**Run 1: close-up of the layout**

Window x 72 to 92, y 72 to 92 um. Cells in gray, sequential cells in the stronger gray; small squares are vias.
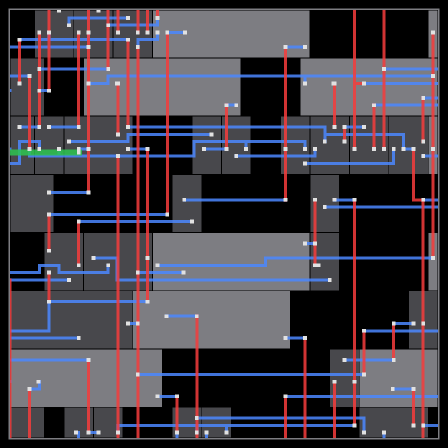
**Run 1: the metal 2 layer**

Drawn at 3 px/um.
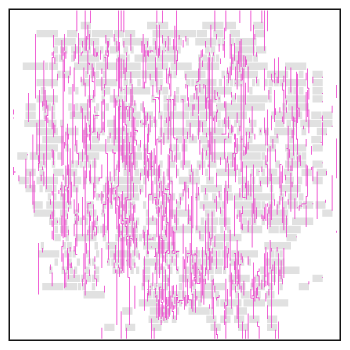
**Run 1: signal wires by layer**

Drawn at 4 px/um. Only two layers are drawn.
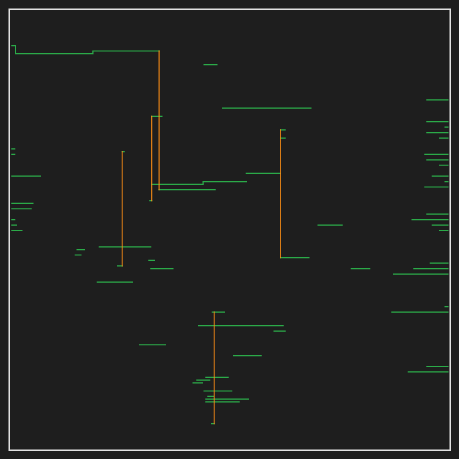
**Run 1: wires at chosen ports, followed through buffers**

Drawn at 3 px/um.
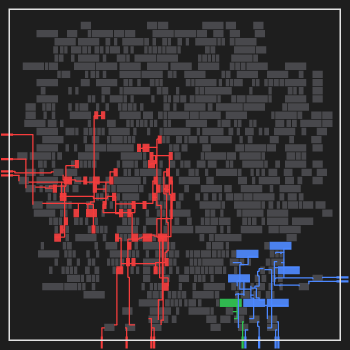
Design fpga_config_loader, sky130hd; sources not shown.
==> job_summary.md, run 1 <==
### Yosys + OpenROAD results

| Metric | Value |
|---|---|
| HP Class | flip-flop to flip-flop |
| Comb pwr share | 24.5% |
| M1 GR Usage | 26.8% |
| Busiest grt layer | met2 |
| Largest net degree at the start of global routing | 40 |
| CP dominant cell by count | nand2_1 |
| Setup Viol. Count Final | 0 |
| DR pass1 iterations | 5 |
| Synthesis-to-layout area growth | 20.3% |
| Floorplan Nets | 683 |
| CTS Sinks | 107 |
| Non-Filler Instances | 867 |
| CTS H-Tree Depth | 3 |
| Share of layout cells above drive strength 1 | 11.0% |
| Clock-net power | 1.20 mW |
| Yosys reg bits | 107 |
| Post-cts sizing count | 0 |
| Root Driver | clkbuf_16 |
| Clock slew at reported path FFs | 0.08 ns |
| Status | complete, no violations |
| Clk pwr share | 31.2% |
| Floorplan core density | 44.3% |
| Rel. slew slack | 60.5% |
| Pre-CTS WS | 0.297 ns |
| Tightest Pin Transition | 0.591 ns |
| Most numerous logic cells after layout | 182 x nand2_1, 107 x dfxtp_1, 96 x inv_1, 66 x a21oi_1, 60 x clkdlybuf4s50_1 |
| Pwr Density | 666 nW/um^2 |
| Flop-to-flop setup slack | 0.94 ns |
| Final instance area | 5800 sq um |
| WP depth | 12 |
| Crit Path Max Fanout | 17 |
| Core area | 10,900 sq um |
| Heaviest power group | sequential cells |
| Max Slew Vio Count | 0 |
| Antenna-violating nets left | 0 |
| Mapped Area | 4820 sq um |
| Ys cells | 668 |
| DRC violations left | 0 |
| Switching pwr | 1.37 mW |
| Vias in the first global route | 3,884 |
| Sequential share of the synthesized area | 44.4% |
| WP buf/inv | 4 |
| Hold Fails Final Rpt | 0 |
| Placed Area | 5500 sq um |
-- 'close-up of the layout' (at the start) --
- met3: green
- met2: red
- met1: blue
- sequential cells in the window: 6
- most frequent: nand2_1 (9), o21ai_0 (6), dfxtp_1 (6)
- cells with their middle in the window: 32

-- 'the metal 2 layer' (at the start) --
- nets with wire on the layer: 579
- share of all routed wire: 45%
- longest straight run: 40.8 um
- wire length on this layer: 5,030 um
- main direction: vertical
met2 usage: 30.9%
Via Count: 4,212
Routed Wire Length: 11.1 mm

-- 'signal wires by layer' (at the start) --
- met3: green (wire length 388 um)
- met4: orange (wire length 144 um)
GRT Util Overall: 19.9%
DR WL/cell: 12.8 um

-- 'wires at chosen ports, followed through buffers' (at the start) --
- s_data: red (direction input; end cells 50; buffers 10; wire 646 um)
- frame_cnt: blue (direction output; end cells 6; buffers 6; wire 208 um)
- cfg_done: green (direction output; end cells 1; buffers 1; wire 14.2 um)
IO Pins: 61
# port buffers: 60

-- run 1: metal layers --
layer	vias to the layer above	routed length [um]
met1	1917	5500
met5	-	0
li1	2194	-
met2	88	5030
met3	13	387
met4	0	144
-- run 1: synth_stat cells (all sizes together) --
| cell type | instances | area (sq um) |
|---|---|---|
| a211oi | 1 | 7.51 |
| a21oi | 85 | 497 |
| buf | 19 | 150 |
| clkbuf | 9 | 33.8 |
| clkinv | 3 | 13.8 |
| dfxtp | 107 | 2140 |
| ha | 4 | 50.1 |
| inv | 100 | 378 |
| nand2 | 196 | 786 |
| nand3 | 37 | 195 |
| nand4 | 10 | 62.6 |
| nor2 | 54 | 225 |
| nor3 | 4 | 20.0 |
| o211ai | 2 | 15.0 |
| o21a | 1 | 7.51 |
| o21ai | 30 | 184 |
| xnor2 | 3 | 26.3 |
| xor2 | 3 | 26.3 |
-- run 1: area by class of cell --
cell class | count | area, sq um | share of cell area [%]
inverter | 103 | 392 | 6.75
multi-input combinational | 430 | 2110 | 36.3
clock buffer | 9 | 225 | 3.88
sequential | 107 | 2140 | 36.9
clock inverter | 7 | 73.8 | 1.27
tap | 140 | 175 | 3.02
timing repair buffer | 71 | 683 | 11.8
-- run 1: cell families (layout without fill, tap and decap cells) --
logic type | count (synthesis) | after routing | share of synthesized area (%)
compound gates | 119 | 119 | 14.7
fa+ha+maj | 4 | 4 | 1.04
xor+xnor | 6 | 6 | 1.09
flops | 107 | 107 | 44.4
simple gates | 301 | 301 | 26.7
buf+inv | 131 | 190 | 11.9
-- run 1: worst reg2reg max path, cell delays in order, from the launching register on --
cell,delay (ns)
dfxtp_1,0.35
nor2_1,0.16
inv_1,0.07
nor2_1,0.13
inv_1,0.05
nor2_1,0.08
buf_4,0.27
inv_4,0.07
nand2_4,0.37
nor3_1,0.13
==> run 1 -> run 2 <==
--- a/config.mk
+++ b/config.mk
@@ -10,13 +10,13 @@
 export CELL_PAD_IN_SITES_DETAIL_PLACEMENT = 0
 export CELL_PAD_IN_SITES_GLOBAL_PLACEMENT = 1
 export CORE_MARGIN = 2
-export CORE_UTILIZATION = 43
+export CORE_UTILIZATION = 36
 export CTS_BUF_LIST = sky130_fd_sc_hd__clkbuf_16
 export CTS_CLUSTER_DIAMETER = 50
 export DETAILED_ROUTE_END_ITERATION = 8
 export GPL_TIMING_DRIVEN = 1
 export MAX_ROUTING_LAYER = met4
-export PLACE_DENSITY = 0.92
+export PLACE_DENSITY = 0.83
 export SLEW_MARGIN = 20
 export SYNTH_ARGS = -nofsm -noshare
 export SYNTH_HDL_FRONTEND = slang
==> constraint.sdc (replaced) <==
create_clock -name clock -period 1.9 [get_ports clock]
set_clock_uncertainty 0.15 [all_clocks]
set_input_delay 0.285 -clock clock [delete_from_list [all_inputs] [get_ports clock]]
set_output_delay 0.285 -clock clock [all_outputs]
set_load 0.02 [all_outputs]
**Run 2: the metal 2 layer**

Drawn at 3 px/um.
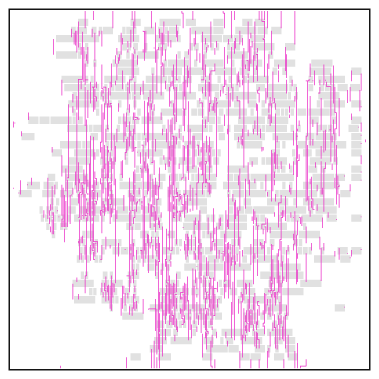
- nets with wire on the layer: 615
- longest straight run: 45.9 um
Routed Wire Length: 11.6 mm
Via Count: 4,338
met2 usage: 26.8%

**Run 2: clock wiring as the flow saved it**

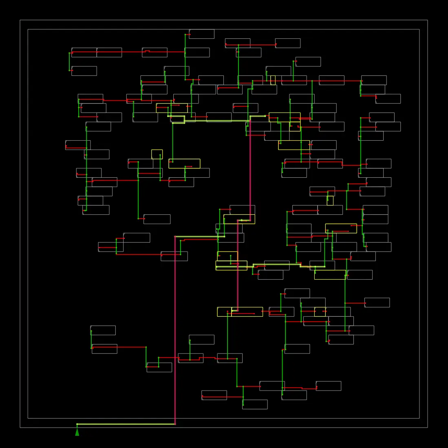
CTS Sinks: 107
clock-net power: 1.77 mW
# clk buffers: 9
Seq cells: 107

**Run 2: signal wires by layer**

Drawn at 4 px/um. Only two layers are drawn.
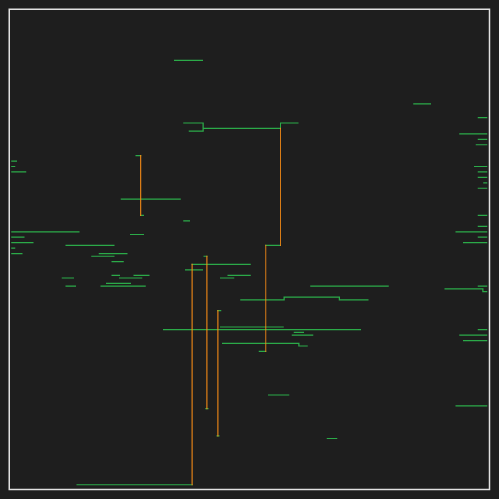
- met4: orange (wire length 195 um)
- met3: green (wire length 457 um)
GRT Util Overall: 17.3%
DR WL/cell: 12.3 um

==> run 2 against run 1 <==
Hold slack worse by 0.064 ns. First-iteration DRC count increased by 20%. Critical path depth down 11. Register-to-register slack got worse by 0.79 ns. Flip-flop count stayed put. Global-route usage shrank 2.6 points. Utilization down 5.7 points. Total power is 59% higher. Non-clock buffer count increased by 38. Clock power rose by 48%. Cell area is 7.7% higher. Sequential power is 53% higher.
==> job_summary.md, run 2 <==
### Yosys + OpenROAD results

| Metric | Value |
|---|---|
| Status | complete, no violations |
| Most common library cells after synthesis | 182 x nand2_1, 107 x dfxtp_1, 96 x inv_1 |
| WP buf/inv | 1 |
| XORs/XNORs by Area | 1.09% |
| # port buffers | 60 |
| Root Driver | clkbuf_16 |
| Pre-CTS WS | -0.382 ns |
| Final instance area | 6240 sq um |
| Setup Viol. Count Final | 0 |
| IO Pins | 61 |
| Crit Path Max Fanout | 5 |
| Placed Area | 5910 sq um |
| Yosys reg bits | 107 |
| Most common cell in the netlist | nand2_1 |
| CTS H-Tree Depth | 3 |
| Dominant register cell | dfxtp_1 |
| Pwr Density | 980 nW/um^2 |
| Cells taking the most area after synthesis | dfxtp_1 44%, nand2_1 14%, inv_1 7.5% |
| Simple share | 26.7% |
| Ys cells | 668 |
| Floorplan core density | 36.7% |
| Hold Fails Final Rpt | 0 |
| Dominant cell type by area after synthesis | dfxtp_1 |
| Antenna-violating nets left | 0 |
| Sequential share of the synthesized area | 44.4% |
| Ys async rst share | 0% |
| Tightest Pin Transition | 0.549 ns |
| Largest net degree at the start of global routing | 40 |
| Flip-flops with a built-in enable | 0 |
| DR pass1 iterations | 7 |
| Floorplan Nets | 683 |
| Flop-to-flop setup slack | 0.15 ns |
| Adder share | 1.04% |
| Core area | 13,100 sq um |
| Most numerous logic cells after layout | 182 x nand2_1, 100 x dfxtp_1, 96 x inv_1, 66 x a21oi_1, 52 x clkdlybuf4s50_1 |
| WP depth | 1 |
## run 2: cell counts after synthesis
Identical to the previous run, type by type.
## run 2: kinds of logic (layout without fill, tap and decap cells)
group,count (synthesis),count (layout)
AND/OR/NAND/NOR,301,301
buffers and inverters,131,228
AND-OR/OR-AND,119,119
flip-flops,107,107
XOR/XNOR,6,6
adder cells (fa/ha/maj),4,4
## run 2: final cells by class
type	instances	area [sq um]	share of cell area [%]
flip-flops and latches	107	2150	34.4
multi-input cells	430	2120	33.9
repair buffers	109	1080	17.2
inverters	103	392	6.27
clock buffers	9	225	3.61
well taps	176	220	3.53
clock inverters	7	62.6	1.00
## run 2: report_power, final
group	switching, mW	total [mW]	internal (mW)
clock	0.861	1.77	0.912
combinational	1.06	1.72	0.662
sequential	0.179	2.62	2.44
total	2.10	6.12	4.02
## run 2: per-stage QoR
stage,util [%],std cells
after global placement,45.0,924
final,47.5,941
after global routing,47.5,941
after CTS,47.2,941
after floorplan,-,668
after detailed placement,45.0,924
## run 2: per-layer routing
| layer | up-vias | GRT usage [%] | part of all wire (%) |
|---|---|---|---|
| met5 | - | - | 0 |
| met3 | 13 | 3.56 | 3.9 |
| met1 | 1961 | 22.8 | 49 |
| li1 | 2264 | - | - |
| met4 | 0 | 5.15 | 1.7 |
| met2 | 100 | 26.8 | 45 |
## run 2: repair_timing
| action | 4_1_cts | 5_1_grt |
|---|---|---|
| cloned | 0 | 0 |
| buffers inserted | 1 | 0 |
| setup endpoints to repair | 7 | 52 |
| resized | 0 | 18 |
| hold buffers | 0 | 0 |
| endpoints found under the hold margin | 0 | 0 |
| pin swaps | 0 | 1 |
## run 2: tightest hold or removal path, delay by kind of cell
kind	cells	cell delay, ns
buffers and inverters	3	0.35
AOI/OAI and AO/OA	1	0.05
Power figures rest on the tool's default switching activity, not on a simulated workload.
